`src/rtl/usb_rx_engine.sv`:
```
// ---------------------------------------------------------------------------
// usb_rx_engine
//   USB full-speed packet receiver. Synchronises raw D+/D-, recovers bit
//   timing from D+ transitions, NRZI-decodes, removes stuffed bits, checks
//   the SYNC pattern and pushes received bytes into a first-word fall-through
//   FIFO that the endpoint logic drains with r_enable.
//
//   Optional feature macro: USB_RX_PID_CHECK_EN
//     defined   -> first byte after SYNC must have byte[7:4] == ~byte[3:0];
//                  a bad PID sends the packet to the error state unwritten.
//     undefined -> PID byte is written like any other byte.
//
// Parameters
//   CLKS_PER_BIT  clocks per USB bit (even, >= 4)
//   FIFO_DEPTH    receive buffer depth in bytes (power of two, >= 2)
//
// Ports
//   clk       system clock, rising edge
//   n_rst     asynchronous active-low reset
//   d_plus    raw D+ line (idle high)
//   d_minus   raw D- line (idle low)
//   r_enable  pop head byte this cycle (ignored when empty)
//   r_data    FIFO head byte
//   empty     FIFO holds no bytes
//   full      FIFO holds FIFO_DEPTH bytes
//   count     FIFO occupancy
//   rcving    packet in progress
//   r_error   sticky packet error, cleared at next packet start
// ---------------------------------------------------------------------------
module usb_rx_engine #(
  parameter int unsigned CLKS_PER_BIT = 8,
  parameter int unsigned FIFO_DEPTH   = 8
) (
  input  logic                          clk,
  input  logic                          n_rst,
  input  logic                          d_plus,
  input  logic                          d_minus,
  input  logic                          r_enable,
  output logic [7:0]                    r_data,
  output logic                          empty,
  output logic                          full,
  output logic [$clog2(FIFO_DEPTH):0]   count,
  output logic                          rcving,
  output logic                          r_error
);

  localparam int unsigned AW = $clog2(FIFO_DEPTH);
  localparam int unsigned CW = AW + 1;
  localparam int unsigned BW = $clog2(CLKS_PER_BIT);

  localparam logic [BW-1:0] BIT_LAST = BW'(CLKS_PER_BIT - 1);
  localparam logic [BW-1:0] BIT_MID  = BW'(CLKS_PER_BIT / 2);

  typedef enum logic [2:0] {
    ST_IDLE,
    ST_SYNC,
    ST_DATA,
    ST_EOP,
    ST_ERR
  } state_e;

  // Synchronisers; dp_last_q holds the previous synchronised D+ for edge detect
  logic dp_meta_q, dp_sync_q, dp_last_q;
  logic dm_meta_q, dm_sync_q;

  state_e          state_q,     state_d;
  logic [BW-1:0]   bit_cnt_q,   bit_cnt_d;
  logic            nrzi_prev_q, nrzi_prev_d;
  logic [2:0]      ones_q,      ones_d;
  logic [7:0]      shift_q,     shift_d;
  logic [2:0]      nbits_q,     nbits_d;
  logic            rcving_q,    rcving_d;
  logic            r_error_q,   r_error_d;
  logic            err_se0_q,   err_se0_d;
`ifdef USB_RX_PID_CHECK_EN
  logic            pid_first_q, pid_first_d;
`endif

  logic [7:0]      mem_q [FIFO_DEPTH];
  logic [7:0]      mem_d [FIFO_DEPTH];
  logic [AW-1:0]   wr_ptr_q,    wr_ptr_d;
  logic [AW-1:0]   rd_ptr_q,    rd_ptr_d;
  logic [CW-1:0]   count_q,     count_d;

  logic       dp_edge, dp_fall, sample, se0, line_j, rx_bit;
  logic [7:0] byte_next;
  logic       push, pop, push_ok, fifo_full;

  always_comb begin
    dp_edge   = dp_sync_q ^ dp_last_q;
    dp_fall   = dp_last_q & ~dp_sync_q;
    sample    = (bit_cnt_q == BIT_MID);
    se0       = ~dp_sync_q & ~dm_sync_q;
    line_j    = dp_sync_q & ~dm_sync_q;
    rx_bit    = (dp_sync_q == nrzi_prev_q);
    byte_next = {rx_bit, shift_q[7:1]};
    fifo_full = (count_q == CW'(FIFO_DEPTH));
  end

  // Receive state machine, bit timer, decoder and FIFO bookkeeping
  always_comb begin
    state_d     = state_q;
    nrzi_prev_d = nrzi_prev_q;
    ones_d      = ones_q;
    shift_d     = shift_q;
    nbits_d     = nbits_q;
    rcving_d    = rcving_q;
    r_error_d   = r_error_q;
    err_se0_d   = err_se0_q;
`ifdef USB_RX_PID_CHECK_EN
    pid_first_d = pid_first_q;
`endif
    mem_d       = mem_q;
    wr_ptr_d    = wr_ptr_q;
    rd_ptr_d    = rd_ptr_q;
    push        = 1'b0;

    // Realign to every D+ transition so sampling stays mid-bit
    if (dp_edge || bit_cnt_q == BIT_LAST) begin
      bit_cnt_d = '0;
    end else begin
      bit_cnt_d = bit_cnt_q + BW'(1);
    end

    case (state_q)
      ST_IDLE: begin
        nrzi_prev_d = 1'b1;
        ones_d      = '0;
        nbits_d     = '0;
        err_se0_d   = 1'b0;
        if (dp_fall) begin
          state_d   = ST_SYNC;
          rcving_d  = 1'b1;
          r_error_d = 1'b0;
        end
      end

      ST_SYNC, ST_DATA: begin
        if (sample) begin
          nrzi_prev_d = dp_sync_q;
          if (se0) begin
            if (state_q == ST_DATA && nbits_q == 3'd0) begin
              state_d = ST_EOP;
            end else begin
              state_d   = ST_ERR;
              r_error_d = 1'b1;
            end
          end else if (ones_q == 3'd6) begin
            // Bit after six ones: a 0 is the stuffed bit, a 1 is illegal
            ones_d = '0;
            if (rx_bit) begin
              state_d   = ST_ERR;
              r_error_d = 1'b1;
            end
          end else begin
            ones_d  = rx_bit ? ones_q + 3'd1 : 3'd0;
            shift_d = byte_next;
            nbits_d = nbits_q + 3'd1;
            if (nbits_q == 3'd7) begin
              if (state_q == ST_SYNC) begin
                if (byte_next == 8'h80) begin
                  state_d = ST_DATA;
`ifdef USB_RX_PID_CHECK_EN
                  pid_first_d = 1'b1;
`endif
                end else begin
                  state_d   = ST_ERR;
                  r_error_d = 1'b1;
                end
              end else begin
`ifdef USB_RX_PID_CHECK_EN
                pid_first_d = 1'b0;
                if (pid_first_q && (byte_next[7:4] != ~byte_next[3:0])) begin
                  state_d   = ST_ERR;
                  r_error_d = 1'b1;
                end else begin
                  push = 1'b1;
                end
`else
                push = 1'b1;
`endif
              end
            end
          end
        end
      end

      ST_EOP: begin
        if (sample && line_j) begin
          state_d     = ST_IDLE;
          rcving_d    = 1'b0;
          nrzi_prev_d = 1'b1;
        end
      end

      ST_ERR: begin
        r_error_d = 1'b1;
        if (sample) begin
          if (se0) begin
            err_se0_d = 1'b1;
          end else if (line_j && err_se0_q) begin
            state_d     = ST_IDLE;
            rcving_d    = 1'b0;
            nrzi_prev_d = 1'b1;
          end
        end
      end

      default: begin
        state_d = ST_IDLE;
      end
    endcase

    // A pop in the same cycle frees the slot, so a full FIFO still accepts
    pop     = r_enable && (count_q != '0);
    push_ok = push && (!fifo_full || pop);
    if (push && !push_ok) begin
      r_error_d = 1'b1;
    end
    if (push_ok) begin
      mem_d[wr_ptr_q] = byte_next;
      wr_ptr_d        = wr_ptr_q + AW'(1);
    end
    if (pop) begin
      rd_ptr_d = rd_ptr_q + AW'(1);
    end
    count_d = count_q + CW'(push_ok) - CW'(pop);
  end

  always_ff @(posedge clk or negedge n_rst) begin
    if (!n_rst) begin
      dp_meta_q   <= 1'b1;
      dp_sync_q   <= 1'b1;
      dp_last_q   <= 1'b1;
      dm_meta_q   <= 1'b0;
      dm_sync_q   <= 1'b0;
      state_q     <= ST_IDLE;
      bit_cnt_q   <= '0;
      nrzi_prev_q <= 1'b1;
      ones_q      <= '0;
      shift_q     <= '0;
      nbits_q     <= '0;
      rcving_q    <= 1'b0;
      r_error_q   <= 1'b0;
      err_se0_q   <= 1'b0;
`ifdef USB_RX_PID_CHECK_EN
      pid_first_q <= 1'b0;
`endif
      for (int unsigned i = 0; i < FIFO_DEPTH; i++) begin
        mem_q[i] <= '0;
      end
      wr_ptr_q    <= '0;
      rd_ptr_q    <= '0;
      count_q     <= '0;
    end else begin
      dp_meta_q   <= d_plus;
      dp_sync_q   <= dp_meta_q;
      dp_last_q   <= dp_sync_q;
      dm_meta_q   <= d_minus;
      dm_sync_q   <= dm_meta_q;
      state_q     <= state_d;
      bit_cnt_q   <= bit_cnt_d;
      nrzi_prev_q <= nrzi_prev_d;
      ones_q      <= ones_d;
      shift_q     <= shift_d;
      nbits_q     <= nbits_d;
      rcving_q    <= rcving_d;
      r_error_q   <= r_error_d;
      err_se0_q   <= err_se0_d;
`ifdef USB_RX_PID_CHECK_EN
      pid_first_q <= pid_first_d;
`endif
      mem_q       <= mem_d;
      wr_ptr_q    <= wr_ptr_d;
      rd_ptr_q    <= rd_ptr_d;
      count_q     <= count_d;
    end
  end

  assign r_data  = mem_q[rd_ptr_q];
  assign empty   = (count_q == '0);
  assign full    = fifo_full;
  assign count   = count_q;
  assign rcving  = rcving_q;
  assign r_error = r_error_q;

endmodule

```
`config.mk`:
```
export PLATFORM = sky130hd
export DESIGN_NAME = usb_rx_engine
export DESIGN_NICKNAME = d
export VERILOG_FILES = /design/src/rtl/usb_rx_engine.sv
export SDC_FILE = /design/constraint.sdc
export NUM_CORES = 1
export LEC_CHECK = 0
export ABC_CLOCK_PERIOD_IN_PS = 4500
export CORE_ASPECT_RATIO = 0.5
export CORE_MARGIN = 2
export CORE_UTILIZATION = 60
export DETAILED_ROUTE_END_ITERATION = 12
export GPL_TIMING_DRIVEN = 0
export PLACE_DENSITY_LB_ADDON = 0.12
export SYNTH_ARGS = -nofsm -noshare
export SYNTH_HDL_FRONTEND = slang
export SYNTH_SLANG_ARGS = --single-unit
```
`constraint.sdc`:
```
create_clock -name clk -period 4.5 [get_ports clk]
set_input_delay 0.9 -clock clk [delete_from_list [all_inputs] [get_ports clk]]
set_output_delay 0.9 -clock clk [all_outputs]
set_load 0.01 [all_outputs]
```
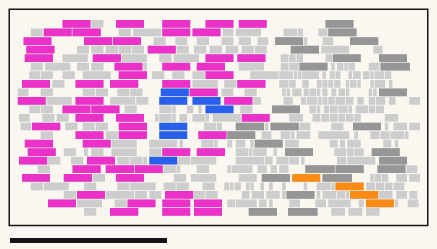
(where the registers sit)
The bar under the picture is 50 µm long.
legend:
  magenta:
    signal: mem_q
    sequential_cells: 64
  blue:
    signal: shift_q
    sequential_cells: 7
    where: middle
  orange:
    signal: count
    sequential_cells: 4
    where: bottom right
not colored: 27

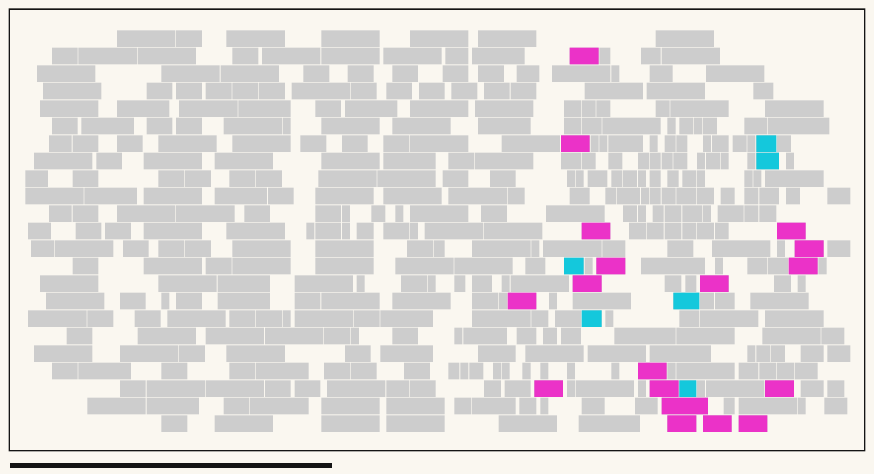
(selected gate families)
The bar under the picture is 50 µm long.
legend:
  magenta:
    family: adder and majority cells
    cells: 18
  cyan:
    family: AND-OR and OR-AND gates
    cells: 6
Comb area share: 40.6%
post-route insts no fill: 513
most numerous logic cell after layout: dfrtp_1

==> CHANGELOG.md <==
## Implementation

* Status: finished, final reports clean
* Area leader share at 49.3%
* Period utilization at 89.1%
* Mux share at 26.0%
* P_sw at 868 µW
* Post-CTS Setup Inserts at 0
* GR Util met3 at 6.74%
* Syn. warnings at 0
* Top cells excl fill/tap: 98 x dfrtp_1, 77 x mux2_2, 19 x clkdlybuf4s50_1
* VDD IR max at 236 µV
* Hold Path Sink: dm_sync_q
* Vias in the first global route at 3159
* Clk buf depth at 2
* Synth top cells by count: 98 x dfrtp_1, 77 x mux2_2, 17 x ha_1
* Critical path type: reg -> out
* Initial antenna violation count at 0
* Cell type with the largest total area: dfrtp_1
* Multi-input gates at 227
* Dpl hpwl at 6690 µm
* Power per Cell Area at 464 nW/µm²
* Worst skew pair latency at 0.35 ns
* Dpl cells at 497
* Max FO, Critical Path at 10
* Buf/Inv on CP at 3
* Root buf cell: clkbuf_16
* Adder Share, Synth at 4.68%
* IO Count at 21
* Final core utilization at 69.8%
* Simple-Gate Area Share at 8.36%
* Sw Share at 33.4%
* First-pass detailed-route iteration total at 5
* First-pass GRT wire length at 16300 µm
* Clock power frac at 27.1%
* Routed Antenna Nets at 0
* Final instance area at 5610 µm²
* Port buffer count at 20
* Reg2reg end: mem_q[50]
* Cell area after synthesis at 4970 µm²
* Clock buffer count at 12
* CP Capture Point: r_data[0]
* Setup TNS at 0 ns
* Flops at 102
* Busiest metal layer after global routing: met2
* Drt drc at 0
* Clock transition at path regs at 0.06 ns
* Ys flop type: dfrtp_1
* Metal3 WL at 599 µm
* Die ar. at 9070 µm²
* Tot Pwr at 2.60 mW
* H-Tree Depth at 3
* # fillers at 578
* Area delta synth->final at 12.8%
* Chip area in the Yosys report at 4970 µm²
* Combinational Area at 2270 µm²
* P_seq at 1.07 mW
* Worst endpoint required time at 3.60 ns
* Hold path start: dm_meta_q
* Type of origin of the critical path: flop
* Vias at 3102
* Max reg flops at 64
* # diodes at 0
* Total grt overflow at 0
* Unique masters post-synth at 57
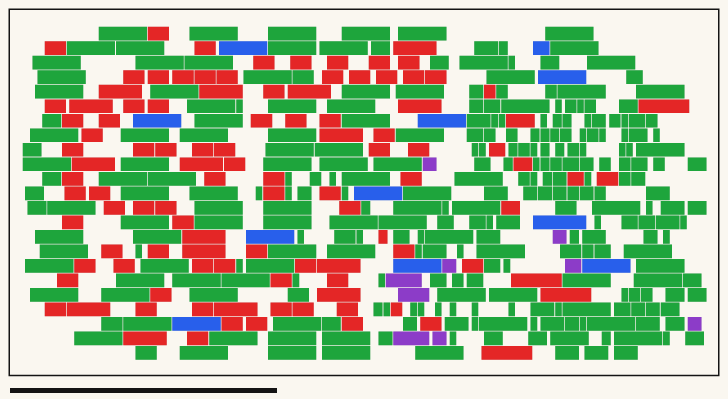
(sizing map)
The bar under the picture is 50 µm long.
legend:
  green:
    size: drive 1 or less
    cells: 276
    most_used: dfrtp_1
  red:
    size: drive 2
    cells: 105
    most_used: mux2_2
  purple:
    size: drive 3 to 4
    cells: 9
    most_used: buf_4
  blue:
    size: drive 6 and up
    cells: 11
    most_used: clkbuf_16

Power is estimated from default activity; no workload was simulated.
